### config.mk
export PLATFORM = sky130hd
export DESIGN_NAME = wb_stage
export DESIGN_NICKNAME = d
export VERILOG_FILES = /design/src/rtl/wb_stage.sv
export SDC_FILE = /design/constraint.sdc
export NUM_CORES = 1
export LEC_CHECK = 0
export CORE_MARGIN = 10
export CORE_UTILIZATION = 35
export CTS_BUF_LIST = sky130_fd_sc_hd__clkbuf_4 sky130_fd_sc_hd__clkbuf_8
export DETAILED_ROUTE_END_ITERATION = 12
export PLACE_DENSITY_LB_ADDON = 0.12
export SKIP_LAST_GASP = 1
export SLEW_MARGIN = 10
export SYNTH_ARGS = -nofsm -noshare
export SYNTH_HDL_FRONTEND = slang
export SYNTH_SLANG_ARGS = --single-unit
### constraint.sdc
create_clock -name clk -period 4.7 [get_ports clk]
set_clock_uncertainty 0.05 [all_clocks]
set_input_delay 1.175 -clock clk [delete_from_list [all_inputs] [get_ports clk]]
set_output_delay 1.175 -clock clk [all_outputs]
set_load 0.005 [all_outputs]
### src/rtl/wb_stage.sv
// Writeback stage: merges ALU results with buffered load returns onto the register file write port
// and tracks outstanding loads in an 8-entry pending scoreboard.
module wb_stage #(
  parameter int DEPTH      = 2,
  parameter int STARVE_MAX = 4
) (
  input  logic        clk,
  input  logic        rst_n,
  input  logic        alu_valid,
  output logic        alu_ready,
  input  logic [2:0]  alu_rd,
  input  logic [15:0] alu_data,
  input  logic        ld_valid,
  output logic        ld_ready,
  input  logic [2:0]  ld_rd,
  input  logic [15:0] ld_data,
  input  logic        pend_set,
  input  logic [2:0]  pend_rd,
  output logic [7:0]  pending,
  output logic        gpr_we,
  output logic [2:0]  gpr_ws,
  output logic [15:0] gpr_wd
);

  localparam int PTR_W = $clog2(DEPTH);
  localparam int CNT_W = $clog2(DEPTH + 1);
  localparam int ST_W  = $clog2(STARVE_MAX + 1);

  logic [2:0]       fifo_rd   [DEPTH];
  logic [15:0]      fifo_data [DEPTH];
  logic [PTR_W-1:0] wr_ptr;
  logic [PTR_W-1:0] rd_ptr;
  logic [CNT_W-1:0] count;
  logic [ST_W-1:0]  starve;

  logic             fifo_nonempty;
  logic             alu_take_p0;
  logic             pop_p0;
  logic             push_p0;
  logic [2:0]       head_rd_p0;
  logic [15:0]      head_data_p0;
  logic [7:0]       set_mask_p0;
  logic [7:0]       clr_mask_p0;
  logic [CNT_W-1:0] count_nxt;
  logic [ST_W-1:0]  starve_nxt;

  assign fifo_nonempty = (count != '0);
  assign ld_ready      = (count != CNT_W'(DEPTH));
  assign alu_ready     = !((starve == ST_W'(STARVE_MAX)) && fifo_nonempty);

  // Selection stage: ALU has priority unless the starvation limit has stalled it
  always_comb begin
    alu_take_p0  = alu_valid && alu_ready;
    pop_p0       = !alu_take_p0 && fifo_nonempty;
    push_p0      = ld_valid && ld_ready;
    head_rd_p0   = fifo_rd[rd_ptr];
    head_data_p0 = fifo_data[rd_ptr];
    set_mask_p0  = pend_set ? (8'b1 << pend_rd) : 8'h00;
    clr_mask_p0  = pop_p0 ? (8'b1 << head_rd_p0) : 8'h00;

    count_nxt = count;
    if (push_p0 && !pop_p0)
      count_nxt = count + 1'b1;
    else if (!push_p0 && pop_p0)
      count_nxt = count - 1'b1;

    starve_nxt = starve;
    if (pop_p0 || !fifo_nonempty)
      starve_nxt = '0;
    else if (alu_take_p0 && starve != ST_W'(STARVE_MAX))
      starve_nxt = starve + 1'b1;
  end

  always_ff @(posedge clk) begin
    if (push_p0) begin
      fifo_rd[wr_ptr]   <= ld_rd;
      fifo_data[wr_ptr] <= ld_data;
    end
  end

  // Commit stage: register file write port, FIFO control and scoreboard
  always_ff @(posedge clk) begin
    if (!rst_n) begin
      gpr_we  <= 1'b0;
      gpr_ws  <= 3'd0;
      gpr_wd  <= 16'h0000;
      pending <= 8'h00;
      count   <= '0;
      wr_ptr  <= '0;
      rd_ptr  <= '0;
      starve  <= '0;
    end else begin
      gpr_we <= alu_take_p0 || pop_p0;
      if (alu_take_p0) begin
        gpr_ws <= alu_rd;
        gpr_wd <= alu_data;
      end else if (pop_p0) begin
        gpr_ws <= head_rd_p0;
        gpr_wd <= head_data_p0;
      end
      // set is applied after clear so a same-cycle set of a retiring register wins
      pending <= (pending & ~clr_mask_p0) | set_mask_p0;
      count   <= count_nxt;
      starve  <= starve_nxt;
      if (push_p0) wr_ptr <= wr_ptr + 1'b1;
      if (pop_p0)  rd_ptr <= rd_ptr + 1'b1;
    end
  end

endmodule

**Run 1: routing congestion map**

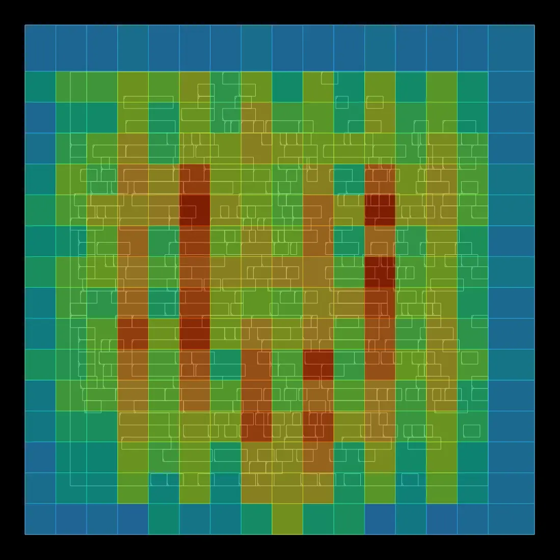
met3 Use GR: 4.042%
gr usage total: 12.29%
met1 usage: 14.74%
utilization after layout: 48.02%

**Run 1: nets reached from selected ports**

Scale: 2 px per um.
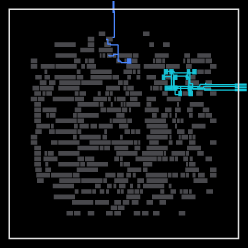
[`ld_ready`] blue | direction: output | edge: top | end cells: 1 | buffers: 1 | wire: 44.5 um
[`pend_rd`] cyan | direction: input | edge: right | end cells: 13 | buffers: 3 | wire: 189 um
Port Buf Inserts: 75
Ports: 76

==> out/metrics.cfg, run 1 <==
[final_timing]
fin_crit_ns = 3.149
tns_ns = 0
hold_viol_final = 0
worst_slew_pin_slew_ns = 0.9064

[detailed_routing]
postRouteAntennaNets = 0
route.top_layer_used = met4

[power]
p_int_mw = 1.426
p_sw_mw = 0.5217
p_comb_mw = 0.458
p_leak_nw = 1.406
switching_share_pct = 26.79

[min_path]
worstHoldStart = starve[0]
hp-class = reg2reg
min_to = starve[0]

[synthesis]
yosys_cells = 258
synthTopCellsByArea = edfxtp_1, dfxtp_1, o31ai_1, nor2b_1, mux2i_1
synth-main-ff-cell = edfxtp_1
syn_inst = 258
yosys.area.top_type = edfxtp_1
compound_area_share_pct = 16.80
ys_sh_simple_pct = 12.99

[floorplan]
n_tap_cell = 108

[critical_path]
worst_r2r_path_depth = 7
cp-start-kind = flop
cp.arrival_ns = 1.92
path_max_fanout = 18
path_depth = 5
critPathMaxStageDelay_ns = 0.54
cpMaxStageDelayCell = clkdlybuf4s50_1
r2r-end = count[1]

[grt]
first_global_vias = 2405
grt_max_degree = 34
grt_pass1_wl_mm = 12.65

[clock_tree]
clkLatencyLatePin_ns = 0.34
cts_hold_buf = 0

[run_status]
status = complete, no violations

[placement]
dpl.cell_count = 424
place.gp.congestion = 0.7305

[layout]
syn2layout_area_growth_pct = 34.50
nClkBuffers = 11

**Run 1: local utilization**

Scale: 3 px per um. 11 x 11 tiles, from dark blue (low) to red (high), 0 to 100% covered.
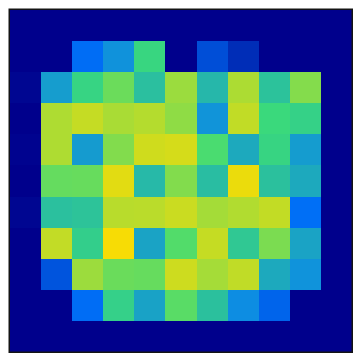
fullest tile: 74%
mean over tiles: 31%
nearly empty tiles: 38%
densest ninth of the die: center
fp util: 35.70%
CORE AREA: 8636 sq um

run 1: layer usage:
layer | global-route usage, % | vias to the layer above
met3 | 4.042 | 10
met2 | 19.82 | 72
met1 | 14.74 | 1084
met5 | 0 | -
met4 | 5.096 | 0
li1 | - | 1123
run 1: cells by family (layout without fill, tap and decap cells):
logic type | after synthesis | in the layout
buffers and inverters | 30 | 104
flip-flops | 74 | 74
AND/OR/NAND/NOR | 74 | 74
multiplexers | 8 | 8
adder cells (fa/ha/maj) | 3 | 3
XOR/XNOR | 3 | 3
AND-OR/OR-AND | 66 | 66
run 1: flip-flops by register name, summed over array words and instances, names as in the netlist, named ones only:
name and flops:
starve 3, fifo_rd 6, count 2, gpr_wd 16, wr_ptr 1, pending 8
gpr_ws 3, gpr_we 1, rd_ptr 1, fifo_data 32
**Run 1: clock network drawn from the DEF**

Scale: 3 px per um.
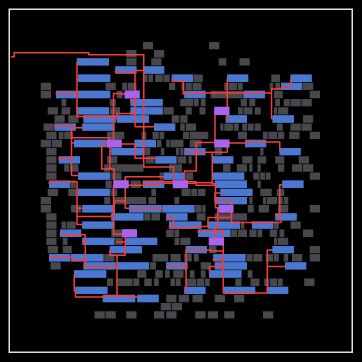

## Run 2: what changed since run 1
==> constraint.sdc (replaced) <==
create_clock -name clk -period 2.9 [get_ports clk]
set_clock_uncertainty 0.05 [all_clocks]
set_input_delay 0.725 -clock clk [delete_from_list [all_inputs] [get_ports clk]]
set_output_delay 0.725 -clock clk [all_outputs]
set_load 0.005 [all_outputs]
**Run 2: clock network drawn from the DEF**

Scale: 3 px per um.
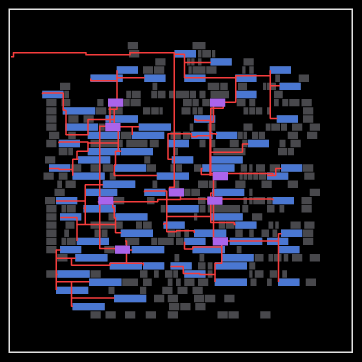
[clock drivers] purple | count: 9
[clock wires] red | length: 956 um
[flip-flops] blue | count: 74
routed clock nets: 10
Clk pwr share: 33.6%
power in the clock group: 1.08 mW
clk latency late pin: 0.34 ns

==> run 2 against run 1 <==
Effect of this change: total power grew 64%; largest cell class unchanged; core utilization up 0.77 points; highest routed layer unchanged; critical path depth unchanged; clock power is 65% higher; worst hold slack got worse by 0.0016 ns; sequential power rose by 63%; area after synthesis is the same; global-route usage increased by 0.34 points; wire length rose by 3.8%.
==> out/metrics.cfg, run 2 <==
[run_status]
status = complete, no violations

[critical_path]
r2r-end = count[1]
worst_r2r_path_depth = 5  ; -2
path_max_fanout = 14  ; -4
cp.arrival_ns = 1.79  ; -0.13 ns
cp-start-kind = flop
path_depth = 5  ; unchanged
crit_chain = inv_1 -> ha_1 -> o211a_4 -> inv_6 -> clkdlybuf4s50_1
critPathMaxStageDelay_ns = 0.50  ; -0.04 ns

[clock_tree]
cts_buffers = 9
cts_tree = built
clockBufferDepth = 2
cts_hold_buf = 0  ; unchanged
post_cts_buffers = 0

[layout]
largest_reg_flops = 32  ; unchanged
nClkBuffers = 11  ; unchanged
final-nonclk-buf-share_pct = 19.72
nets = 382
top_register = fifo_data
syn2layout_area_growth_pct = 36.65
ff_count = 74
top_regs = fifo_data x32, gpr_wd x16, pending x8
buffers = 84

[synthesis]
synthTopCellsByArea = edfxtp_1, dfxtp_1, o31ai_1, nor2b_1, mux2i_1
async_flop_share_pct = 0
yosys_cells = 258  ; unchanged
synth-main-ff-cell = edfxtp_1
ys_sh_simple_pct = 12.99  ; unchanged
syn_inst = 258  ; unchanged
yosys.area.top_type = edfxtp_1
compound_area_share_pct = 16.80  ; unchanged

[final_timing]
fmax_mhz = 390.1
whs_ns = 0.4026
min_period_over_period_pct = 88.39
maxSlewViolCount = 0
tns_ns = 0  ; unchanged
hold_viol_final = 0  ; unchanged
fin_crit_ns = 2.563

[grt]
first_global_vias = 2515  ; +4.6%
grt_pass1_wl_mm = 12.94  ; +2.3%
use_met1_pct = 14.79  ; +0.049 points
grt_use_met2_pct = 20.92  ; +1.1 points
grt_usage_pct = 12.62  ; +0.34 points
grt_max_degree = 34  ; unchanged
grt-busiest-layer = met2
antenna_found_initial = 0

[detailed_routing]
route.top_layer_used = met4
postRouteAntennaNets = 0  ; unchanged

[floorplan]
die_h_um = 113.9
ioPinCount = 76  ; unchanged
core_sq_um = 8636  ; unchanged

[placement]
dpl.cell_count = 430  ; +1.4%
port_buffers = 75  ; unchanged
place.gp.congestion = 0.7628  ; +4.4%
dp_slack_ns = 0.3505

[min_path]
worstHoldStart = starve[0]
hp-class = reg2reg

[power]
p_leak_nw = 1.446  ; +2.8%

**Run 2: signal wires on met3**

Scale: 4 px per um. Cells faint in the background.
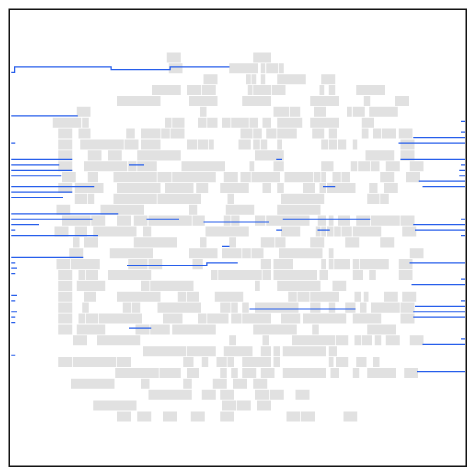
share of all routed wire: 7.2%
longest straight run: 26.4 um
met3 Use GR: 4.094%
drt total wl: 8.081 mm
vias after detailed routing: 2,332

==> run 2: how the worst min path moves through the flow <==
stage	slack, ns	endpoint	cells after the start
after global routing	0.42	starve[0]	1
after floorplan	0.37	starve[0]	1
after detailed placement	0.39	starve[0]	1
final	0.40	starve[0]	1
after CTS	0.41	starve[0]	1
after global placement	0.39	starve[0]	1
==> run 2: power by group <==
part           internal (mW)  leakage (nW)  switching [mW]  total (mW)
Clock                  0.703         0.137           0.373        1.08
Sequential              1.27         0.651          0.0857        1.36
Combinational          0.377         0.657           0.387       0.765
==> run 2: per-stage QoR <==
stage          cell area [sq um]  utilization [%]
2_1_floorplan               3083                -
3_3_place_gp                3938            45.60
3_5_place_dp                3938            45.60
4_1_cts                     4213            48.78
5_1_grt                     4213            48.78
6_report                    4213            48.78
Power and IR drop assume default switching activity.
